==> config.mk <==
export PLATFORM = sky130hd
export DESIGN_NAME = sonar_burst_tx
export DESIGN_NICKNAME = d
export VERILOG_FILES = /design/src/rtl/sonar_tx_pkg.sv /design/src/rtl/sonar_tx_timer.sv /design/src/rtl/sonar_burst_tx.sv
export SDC_FILE = /design/constraint.sdc
export NUM_CORES = 1
export LEC_CHECK = 0
export CAP_MARGIN = 30
export CORE_ASPECT_RATIO = 0.9
export CORE_MARGIN = 2
export CORE_UTILIZATION = 45
export CTS_CLUSTER_DIAMETER = 30
export CTS_CLUSTER_SIZE = 14
export DETAILED_ROUTE_END_ITERATION = 8
export PLACE_DENSITY = 0.74
export SYNTH_ARGS = -nofsm -noshare
export SYNTH_HDL_FRONTEND = slang
export SYNTH_HIERARCHICAL = 1
export SYNTH_SLANG_ARGS = --single-unit
==> constraint.sdc <==
create_clock -name clk -period 4.9 [get_ports clk]
set_input_delay 1.225 -clock clk [delete_from_list [all_inputs] [get_ports clk]]
set_output_delay 1.225 -clock clk [all_outputs]
set_load 0.005 [all_outputs]
==> src/rtl/sonar_tx_pkg.sv <==
// rtl/sonar_tx_pkg.sv - shared types and constants for the sonar burst transmitter
package sonar_tx_pkg;

    typedef enum logic [1:0] {
        IDLE  = 2'd0,
        BURST = 2'd1,
        BLANK = 2'd2,
        FIN   = 2'd3
    } tx_state_e;

    localparam int CNT_W_DEF       = 16;
    localparam int NP_W_DEF        = 8;
    localparam int MIN_HALF_PERIOD = 1;

endpackage

==> src/rtl/sonar_tx_timer.sv <==
// rtl/sonar_tx_timer.sv - loadable down-counter with registered zero flag
module sonar_tx_timer
    import sonar_tx_pkg::*;
#(
    parameter int CNT_W = CNT_W_DEF
) (
    input  logic             clk,
    input  logic             rst,
    input  logic             load,
    input  logic             en,
    input  logic [CNT_W-1:0] load_val,
    output logic             zero
);

    logic [CNT_W-1:0] count;

    // load has priority over enable; the count saturates at zero
    always_ff @(posedge clk) begin
        if (rst) begin
            count <= '0;
            zero  <= 1'b1;
        end else if (load) begin
            count <= load_val;
            zero  <= (load_val == '0);
        end else if (en && (count != '0)) begin
            count <= count - CNT_W'(1);
            zero  <= (count == CNT_W'(1));
        end
    end

endmodule

==> src/rtl/sonar_burst_tx.sv <==
// rtl/sonar_burst_tx.sv - ultrasonic burst generator with blanking; optional SONAR_TX_DEADTIME_EN
module sonar_burst_tx
    import sonar_tx_pkg::*;
#(
    parameter int CNT_W = CNT_W_DEF,
    parameter int NP_W  = NP_W_DEF
) (
    input  logic             clk,
    input  logic             rst,
    input  logic             start,
    input  logic             abort,
    input  logic [CNT_W-1:0] half_period,
    input  logic [NP_W-1:0]  num_cycles,
    input  logic [CNT_W-1:0] blank_len,
`ifdef SONAR_TX_DEADTIME_EN
    input  logic [7:0]       dead_time,
`endif
    output logic             tx_p,
    output logic             tx_n,
    output logic             rx_blank,
    output logic             busy,
    output logic             done
);

    tx_state_e        state, state_n;
    logic             phase, phase_n;          // 0 = high half, 1 = low half
    logic [NP_W-1:0]  cyc_left, cyc_left_n;    // full cycles remaining incl. current
    logic [CNT_W-1:0] hp_r, hp_n, bl_r, bl_n;
    logic [CNT_W-1:0] hp_in, hpm1_in;
    logic             ht_load, ht_en, ht_zero;
    logic             bt_load, bt_en, bt_zero;
    logic [CNT_W-1:0] ht_val, bt_val;
    logic             drive_ok_n;

    assign hp_in   = (half_period < CNT_W'(MIN_HALF_PERIOD)) ? CNT_W'(MIN_HALF_PERIOD) : half_period;
    assign hpm1_in = hp_in - CNT_W'(1);

`ifdef SONAR_TX_DEADTIME_EN
    logic [7:0] dt_r, dt_n, dead_r, dead_n, dt_in;
    logic [CNT_W-1:0] dt_wide;

    assign dt_wide = CNT_W'(dead_time);
    assign dt_in   = (dt_wide > hpm1_in) ? hpm1_in[7:0] : dead_time;
`endif

    sonar_tx_timer #(.CNT_W(CNT_W)) u_half_timer (
        .clk      (clk),
        .rst      (rst),
        .load     (ht_load),
        .en       (ht_en),
        .load_val (ht_val),
        .zero     (ht_zero)
    );

    sonar_tx_timer #(.CNT_W(CNT_W)) u_blank_timer (
        .clk      (clk),
        .rst      (rst),
        .load     (bt_load),
        .en       (bt_en),
        .load_val (bt_val),
        .zero     (bt_zero)
    );

    // state and latched configuration registers
    always_ff @(posedge clk) begin
        if (rst) begin
            state    <= IDLE;
            phase    <= 1'b0;
            cyc_left <= '0;
            hp_r     <= '0;
            bl_r     <= '0;
`ifdef SONAR_TX_DEADTIME_EN
            dt_r     <= '0;
            dead_r   <= '0;
`endif
        end else begin
            state    <= state_n;
            phase    <= phase_n;
            cyc_left <= cyc_left_n;
            hp_r     <= hp_n;
            bl_r     <= bl_n;
`ifdef SONAR_TX_DEADTIME_EN
            dt_r     <= dt_n;
            dead_r   <= dead_n;
`endif
        end
    end

    // next-state, timer control and dead-time window for the coming cycle
    always_comb begin
        state_n    = state;
        phase_n    = phase;
        cyc_left_n = cyc_left;
        hp_n       = hp_r;
        bl_n       = bl_r;
        ht_load    = 1'b0;
        ht_en      = 1'b0;
        ht_val     = hp_r - CNT_W'(1);
        bt_load    = 1'b0;
        bt_en      = 1'b0;
        bt_val     = bl_r - CNT_W'(1);

        case (state)
            IDLE: begin
                if (start) begin
                    hp_n       = hp_in;
                    bl_n       = blank_len;
                    cyc_left_n = num_cycles;
                    phase_n    = 1'b0;
                    if (num_cycles != '0) begin
                        state_n = BURST;
                        ht_load = 1'b1;
                        ht_val  = hpm1_in;
                    end else if (blank_len != '0) begin
                        state_n = BLANK;
                        bt_load = 1'b1;
                        bt_val  = blank_len - CNT_W'(1);
                    end else begin
                        state_n = FIN;
                    end
                end
            end
            BURST: begin
                if (!ht_zero) begin
                    ht_en = 1'b1;
                end else if (!phase) begin
                    phase_n = 1'b1;
                    ht_load = 1'b1;
                end else if (cyc_left != NP_W'(1)) begin
                    cyc_left_n = cyc_left - NP_W'(1);
                    phase_n    = 1'b0;
                    ht_load    = 1'b1;
                end else if (bl_r != '0) begin
                    state_n = BLANK;
                    bt_load = 1'b1;
                end else begin
                    state_n = FIN;
                end
            end
            BLANK: begin
                if (bt_zero) state_n = FIN;
                else         bt_en   = 1'b1;
            end
            FIN:     state_n = IDLE;
            default: state_n = IDLE;
        endcase

        // abort only matters once a burst is under way; in IDLE start wins
        if ((state != IDLE) && abort) begin
            state_n = IDLE;
            ht_load = 1'b0;
            ht_en   = 1'b0;
            bt_load = 1'b0;
            bt_en   = 1'b0;
        end

`ifdef SONAR_TX_DEADTIME_EN
        // every half-timer reload opens a new half, which starts with dt dead clocks
        dt_n = dt_r;
        if ((state == IDLE) && start) dt_n = dt_in;
        if (ht_load)             dead_n = dt_n;
        else if (dead_r != '0)   dead_n = dead_r - 8'd1;
        else                     dead_n = '0;
        drive_ok_n = (dead_n == '0);
`else
        drive_ok_n = 1'b1;
`endif
    end

    // registered outputs derived from the state the next cycle will be in
    always_ff @(posedge clk) begin
        if (rst) begin
            tx_p     <= 1'b0;
            tx_n     <= 1'b0;
            rx_blank <= 1'b0;
            busy     <= 1'b0;
            done     <= 1'b0;
        end else begin
            tx_p     <= (state_n == BURST) && !phase_n && drive_ok_n;
            tx_n     <= (state_n == BURST) &&  phase_n && drive_ok_n;
            rx_blank <= (state_n == BURST) || (state_n == BLANK);
            busy     <= (state_n != IDLE);
            done     <= (state_n == FIN);
        end
    end

endmodule

clocks.png
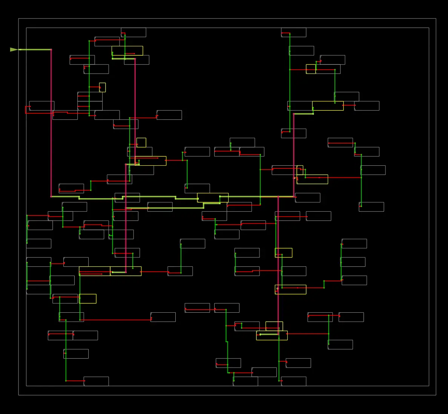
source-to-sink clock delay at the later pin of the worst-skew pair: 0.34 ns
Layout clock buffers: 12

layer_met4.png
Supply wires on this layer in gray.
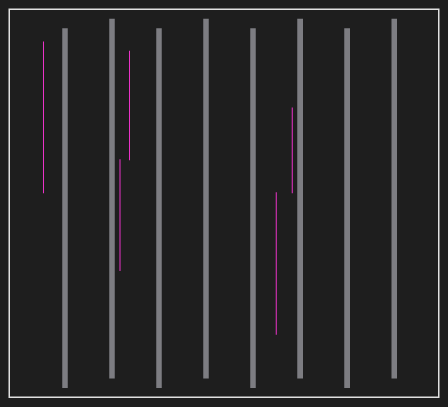
2 nets have wire on it. The layer carries 172 um of wire. The layer holds 1.1% of the routed length. The longest straight run is 43.5 um. The wires run mostly vertical.

==> results.txt <==
yosys + openroad results -> IO buf count 48, number of diodes added for antenna fixing 0, highest signal layer in the routed design met4, placeable core region roughly 13000 sq um, IO Count between 40 and 50, Post-Route WL 15200 um, die extent in x 124 um, yosys stat cell total approximately 770, clock tree from TritonCTS built, number of nets in the final layout approximately 850, most numerous logic cell after layout nand2_1, worst hold path depth 2, internal power 1.36 mW, mean cell area of the mapped netlist 7.55 sq um, cell type with the highest occurrence count on the critical path nor4_1, library cell occupying the most area in the post-synthesis netlist dfxtp_1, count of non-filler cells in the finished layout between 900 and 1000, unrepaired setup endpoints after global routing false, commonest non-fill, non-tap cells in the layout 107 x nand2_1, 84 x nor2_1, 82 x dfxtp_1, total instance count after detailed placement 948, path type of the worst min-delay path register to register, hold-fix buffers at CTS 0, aggregate global-route resource usage 22.7%, crit path time final 4.40 ns, main flop type after synthesis dfxtp_1, Vias per Instance 5.93, maximum count of clock buffers along a single path 2, fraction of met2 tracks used by global routing 32.0%, Clk power around 0.66 mW, Clk network pwr share 31.7%, WHS 0.481 ns, flip-flops with a built-in enable 0, Clock Skews 0.00776 ns, utilization after layout 52.8%, Leak Pwr 2.38 nW, Final period util roughly nine tenths, post-synth design cell area 5780 sq um, maximum cell stage delay along the critical path 0.68 ns, total CTS buffers 9, share of synthesized registers carrying an async set or reset 0%, height of the die 112 um, Seq/Total Area, Yosys 28.4%, Relative slew margins 36.0%, distinct lib cells about 70, half-perimeter wire length of the detailed placement result 11000 um, total setup buffers inserted after CTS 0, run status completed, Cells after Synth 766, reported max-cap violation count 0, first-pass GRT wire length about 26000 um, Top Consumer registers, net switching power of the design 0.727 mW, final setup violation count 0, number of placement rows 39, post-place instance area 6390 sq um, total count of max-transition violations in the final report 0, post-synthesis net count 824, Hold Violations, Final 0, number of gates resized after CTS 0, kind of end point of the critical path register, number of sinks handled by clock tree synthesis 82, GP Congestion 0.923
detail.png
Scale bar: 10 um. Region (47, 41) to (77, 71) um. Cells in gray, sequential cells in the stronger gray; small squares are vias.
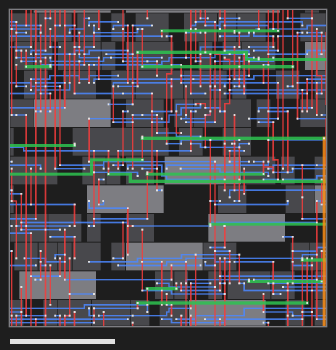
Key: orange = metal 4; blue = metal 1; red = metal 2; green = metal 3
Most frequent: dfxtp_1 (7), nand2_1 (6), nor3_1 (6). 72 logic cells have their middle in the window. Netlist names of flops here include u_half_timer/count (3), u_blank_timer/count (2). Sequential cells in the window: 7.

## worst max path at each step
stage,cells after the start,slack [ns],from,endpoint
finish,13,0.50,half_period[3],u_half_timer/zero
global route,13,0.22,half_period[12],u_half_timer/zero
CTS,13,0.51,half_period[12],u_half_timer/zero
detailed placement,13,0.16,half_period[12],u_half_timer/zero
global placement,13,0.27,half_period[12],u_half_timer/zero
floorplan,13,1.09,half_period[12],u_half_timer/zero
## synth_stat cells, drive strengths merged (5+ instances only)
| master | count |
|---|---|
| nand2 | 107 |
| nor2 | 84 |
| dfxtp | 82 |
| a21oi | 52 |
| o21ai | 36 |
| clkbuf | 34 |
| nor3 | 30 |
| nor4 | 29 |
| inv | 25 |
| xor2 | 23 |
| xnor2 | 22 |
| or4 | 17 |
| mux2i | 15 |
| a31oi | 14 |
| ha | 14 |
| o31ai | 14 |
| or3 | 12 |
| nand3 | 11 |
| a2111oi | 10 |
| a311oi | 10 |
| a211oi | 8 |
| and3 | 8 |
| buf | 8 |
| o2111a | 8 |
| nand4 | 7 |
| nand2b | 6 |
| nor2b | 6 |
| or4b | 6 |
| and2 | 5 |
| nor4b | 5 |
## final cells by class
class | instances | area, sq um | share of cell area, %
clock inverters | 4 | 25.0 | 0.375
well taps | 164 | 205 | 3.07
clock buffers | 12 | 267 | 3.99
flip-flops and latches | 82 | 1640 | 24.6
multi-input cells | 617 | 3880 | 58.1
repair buffers | 60 | 566 | 8.47
inverters | 25 | 93.8 | 1.41
## worst min-delay path, delay by kind of cell, from the launching register on
| family | cells | cell delay [ns] |
|---|---|---|
| flops | 1 | 0.32 |
| simple gates | 1 | 0.06 |
| compound gates | 1 | 0.06 |
## logic make-up after synthesis
family,count (synthesis)
xor+xnor,45
simple gates,350
buf+inv,67
mux,16
fa+ha+maj,14
flops,82
compound gates,192
Power figures rest on the tool's default switching activity, not on a simulated workload.
